### Cell classes on the final placement

Scale bar: 10 um. Fill, decap, tap and diode cells in grey.
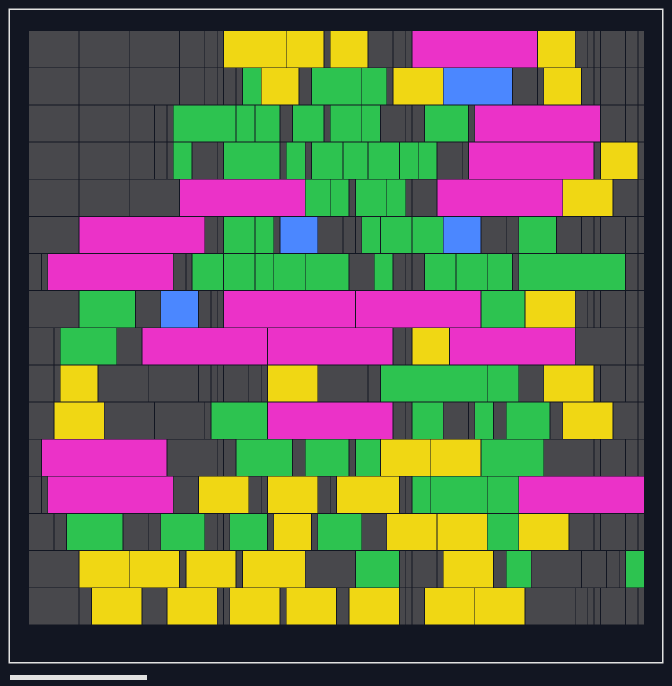
### Routed clock nets over the placement

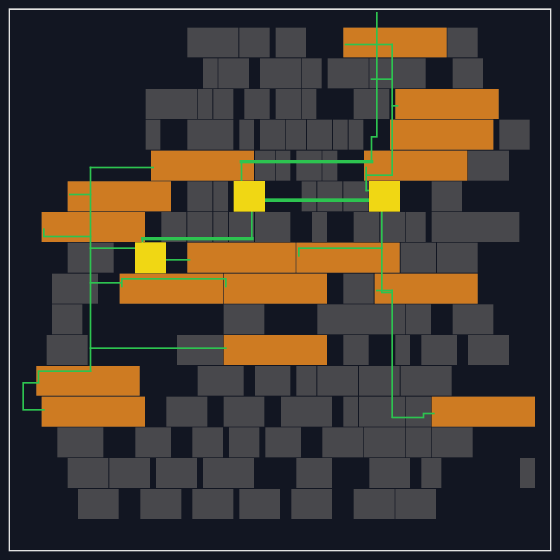
### Placement view

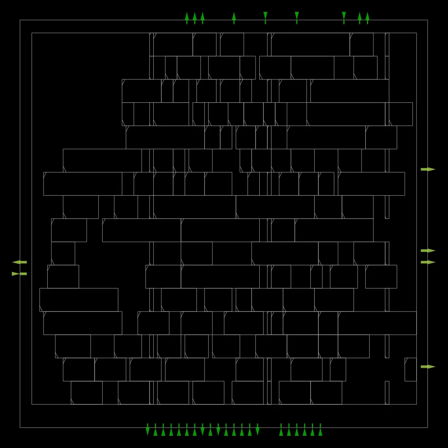
### PDN straps and rails

Pins as bars on the die edge. Tap cells in grey.
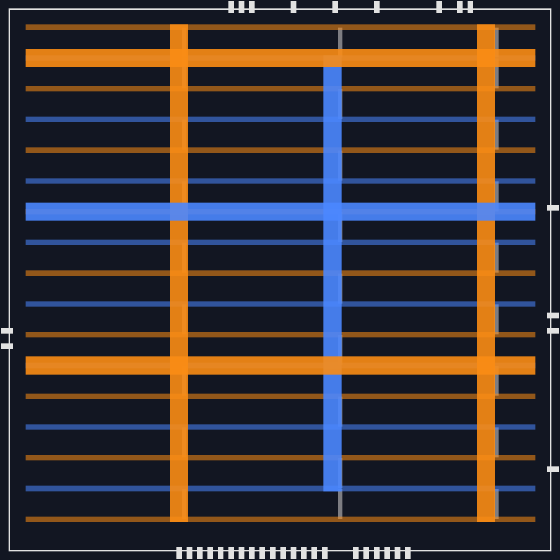
## config.mk

```make
export PLATFORM = sky130hd
export DESIGN_NAME = seat_release_sched
export DESIGN_NICKNAME = d
export VERILOG_FILES = /design/src/rtl/seat_release_sched.sv
export SDC_FILE = /design/constraint.sdc
export NUM_CORES = 1
export LEC_CHECK = 0
export CAP_MARGIN = 20
export CORE_UTILIZATION = 41
export CTS_CLUSTER_SIZE = 25
export DETAILED_ROUTE_END_ITERATION = 10
export PLACE_DENSITY = 0.77
export SETUP_SLACK_MARGIN = 0.02
export SLEW_MARGIN = 20
export SYNTH_ARGS = -nofsm -noshare
export SYNTH_HDL_FRONTEND = slang
export SYNTH_SLANG_ARGS = --single-unit
```

## constraint.sdc

```tcl
create_clock -name clk -period 1.9 [get_ports clk]
set_clock_uncertainty 0.15 [all_clocks]
set_input_delay 0.19 -clock clk [delete_from_list [all_inputs] [get_ports clk]]
set_output_delay 0.19 -clock clk [all_outputs]
set_load 0.05 [all_outputs]
```

## src/rtl/seat_release_sched.sv

```systemverilog
// Daily seat-release sweeper driven by the hour/minute time stream.
// Optional macro SEAT_ACK_TIMEOUT_EN: skip a seat whose ack never arrives.
module seat_release_sched #(
  parameter int N_SEATS      = 64,
  parameter int ADDR_W       = 6,
  parameter int RST_HOUR_DEF = 0,
  parameter int ACK_TMO      = 15
) (
  input  logic              clk,
  input  logic              rst_n,
  input  logic              time_valid,
  input  logic [4:0]        hour_in,
  input  logic [5:0]        min_in,
  input  logic              cfg_we,
  input  logic [4:0]        cfg_hour,
  input  logic              clr_ack,
  output logic              clr_req,
  output logic [ADDR_W-1:0] clr_addr,
  output logic              busy,
  output logic              done,
  output logic [4:0]        rel_hour,
  output logic              err
);

  typedef enum logic [1:0] {
    IDLE,
    SWEEP,
    DONE
  } state_t;

  localparam logic [ADDR_W-1:0] LAST = ADDR_W'(N_SEATS - 1);

  state_t state;
  logic   fired;
  logic   accepted;
  logic   cfg_ok;
  logic   trig;
  logic   adv;
  logic   tmo;

  assign accepted = time_valid
                  && (hour_in <= 5'd23)
                  && (min_in <= 6'd59);
  assign cfg_ok   = cfg_we && (cfg_hour <= 5'd23);
  // Compared against the pre-write hour, so a same-cycle write never retargets it
  assign trig     = accepted
                  && (hour_in == rel_hour)
                  && (min_in == 6'd0)
                  && !fired;

`ifdef SEAT_ACK_TIMEOUT_EN
  localparam int TW = $clog2(ACK_TMO + 1);
  logic [TW-1:0] cnt;
  assign tmo = (state == SWEEP) && !clr_ack
             && (cnt == TW'(ACK_TMO - 1));
`else
  logic unused_tmo;
  assign unused_tmo = (ACK_TMO > 0);
  assign tmo        = 1'b0;
`endif

  assign adv = clr_ack || tmo;

  always_ff @(posedge clk or negedge rst_n) begin
    if (!rst_n) begin
      state    <= IDLE;
      fired    <= 1'b0;
      rel_hour <= 5'(RST_HOUR_DEF);
      clr_req  <= 1'b0;
      clr_addr <= '0;
      busy     <= 1'b0;
      done     <= 1'b0;
      err      <= 1'b0;
    end else begin
      if (cfg_ok)
        rel_hour <= cfg_hour;
      if (trig)
        fired <= 1'b1;
      else if (cfg_ok || (accepted && hour_in != rel_hour))
        fired <= 1'b0;
      if (tmo)
        err <= 1'b1;
      case (state)
        IDLE: begin
          done <= 1'b0;
          if (trig) begin
            state    <= SWEEP;
            clr_req  <= 1'b1;
            busy     <= 1'b1;
            clr_addr <= '0;
          end
        end
        SWEEP: begin
          if (adv) begin
            if (clr_addr == LAST) begin
              state    <= DONE;
              clr_req  <= 1'b0;
              busy     <= 1'b0;
              done     <= 1'b1;
              clr_addr <= '0;
            end else begin
              clr_addr <= clr_addr + 1'b1;
            end
          end
        end
        DONE: begin
          done  <= 1'b0;
          state <= IDLE;
        end
        default: begin
          state   <= IDLE;
          clr_req <= 1'b0;
          busy    <= 1'b0;
          done    <= 1'b0;
        end
      endcase
    end
  end

`ifdef SEAT_ACK_TIMEOUT_EN
  // Restarts for every newly presented address
  always_ff @(posedge clk or negedge rst_n) begin
    if (!rst_n)
      cnt <= '0;
    else if (state != SWEEP || adv)
      cnt <= '0;
    else
      cnt <= cnt + 1'b1;
  end
`endif

endmodule

```

==> results.tsv <==
metric	value	unit
R2R Path Start	clr_addr[1]$_DFFE_PN0P_	
Buf+Inv Stages, Crit Path	1	
number of cell rows	16	
CTS hold repair buffers	0	
Internal Power	0.000838	W
met2 Track Usage GR	37.3	%
unrepaired setup endpoints after global routing	false	
routed wl met3	74	um
grt met1 use	22.7	%
Max Clock Freq	546	MHz
number of hold-slack violations in the final timing report	0	
mux cell area share after synthesis	9.04	%
placed standard-cell area	0.00123	sq mm
Lkg Pwr	0.562	nW
Top delay family on crit path	buffers and inverters	
run status	completed	
global placer's final weighted congestion	0.763	
reg-to-reg critical path endpoint	busy$_DFFE_PN0P_	
Top Metal Used	met3	
largest net degree at the start of global routing	17	
Total Power	0.00155	W
total routing resource utilization after global routing	20.0	%
top cell types by occurrence after synthesis	dfrtp_1 (16), nand2_1 (9), o22ai_1 (7)	
wire length of the first global-routing pass	3080	um
fraction of power spent switching nets	46.0	%
maxcap violations	0	
met3 Usage GRT	5.66	%
flop2flop setup slack	0.26	ns
mean post-synth cell area	10.7	sq um
DRT Wirelength	1980	um
Period Utilization, post-route	96.3	%
cell total in the yosys stat output	80	
setup slack at placement	0.0198	ns
final critical-path setup slack	0.0699	ns
power of the sequential group	0.000546	W
TritonCTS clock tree	built	
post-synthesis share of cell area spent on full adders, half adders and majority gates	1.46	%
number of nets produced by synthesis	102	
total number of warnings across the stage logs	26	
Max FO, Critical Path	3	
number of global-route vias before repair	698	
Notes on 'Cell classes on the final placement' above:
sequential cells: drawn in magenta, cells 16, share of their area 32%. clock drivers and dummy loads: drawn in blue, cells 4, share of their area 2.9%. combinational and other logic: drawn in green, cells 62, share of their area 36%. remaining buffers and delay cells: drawn in yellow, cells 37, share of their area 29%.
final cell utilization of the core: 64.7%
share of cell area taken by flip-flops and latches: 31.6%
placeable core area: 0.00196 sq mm
final standard cell area without fillers: 0.00127 sq mm

Notes on 'Routed clock nets over the placement' above:
clock drivers: drawn in yellow, count 3. flip-flops: drawn in orange, count 16. clock wires: drawn in green, length 192 um.
There are 4 routed clock nets.
power in the clock group: 0.000225 W
latest clock arrival within the worst-skew pair: 0.29 ns

Notes on 'Placement view' above:
TAP cells: 27
number of sequential cells: 16
Layout fillers: 180
Final Instance Count excl. Fillers: 146

Notes on 'PDN straps and rails' above:
VDD: drawn in blue. VSS: drawn in orange.
27 tap cells. 17 met1 rails follow the rows. The core has 16 rows. 3 straps on met5.
die height: 47.8 um
maximum resistive drop on vdd: 0.000885 V
die x size: 47.8 um

[worst max-delay path by stage]
stage / from / to / cells after the start
final: rel_hour[3]$_DFFE_PN0P_ / rel_hour[3] / 1
after CTS: rel_hour[1]$_DFFE_PN0P_ / rel_hour[1] / 1
after detailed placement: min_in[2] / clr_addr[5]$_DFFE_PN0P_ / 6
after global routing: rel_hour[3]$_DFFE_PN0P_ / rel_hour[3] / 1
after global placement: min_in[2] / clr_addr[0]$_DFFE_PN0P_ / 6
after floorplan: clr_addr[1]$_DFFE_PN0P_ / busy$_DFFE_PN0P_ / 5
[layout make-up]
type                       count  area, sq um
fill                         180          692
multi-input combinational     59          432
sequential                    16          402
timing repair buffer          37          355
clock buffer                   4         36.3
tap                           27         33.8
inverter                       3         11.3
[metrics by stage]
step	hold WS (ns)	util [%]
after floorplan	-0.256	-
after global placement	0.324	62.5
after detailed placement	0.333	62.5
after CTS	0.0887	64.3
after global routing	0.105	64.7
final	0.0723	64.7
[state kept, by name, summed over array words and instances (netlist names)]
signal and count:
done 1, busy 1, clr_addr 6, state 2, fired 1, rel_hour 5
[layout by cell type, fill, tap and decap left out, drive strengths merged]
cell type	netlist	layout
a21boi	2	2
a21o	1	1
a31oi	3	3
a32oi	1	1
and3	1	1
and4	1	1
buf	2	9
clkbuf	0	4
clkdlybuf4s50	0	25
conb	1	1
dfrtp	16	16
dlymetal6s2s	0	3
ha	1	1
inv	3	3
mux2	6	6
mux2i	1	1
nand2	9	9
nand2b	1	1
nand3	4	4
nand4	2	2
nor2	3	3
nor2b	1	1
nor3	2	2
nor4	3	3
o21a	1	1
o21ai	1	1
o22ai	7	7
or2	1	1
or3	1	1
xnor2	3	3
xor2	2	2
Power is estimated from default activity; no workload was simulated.
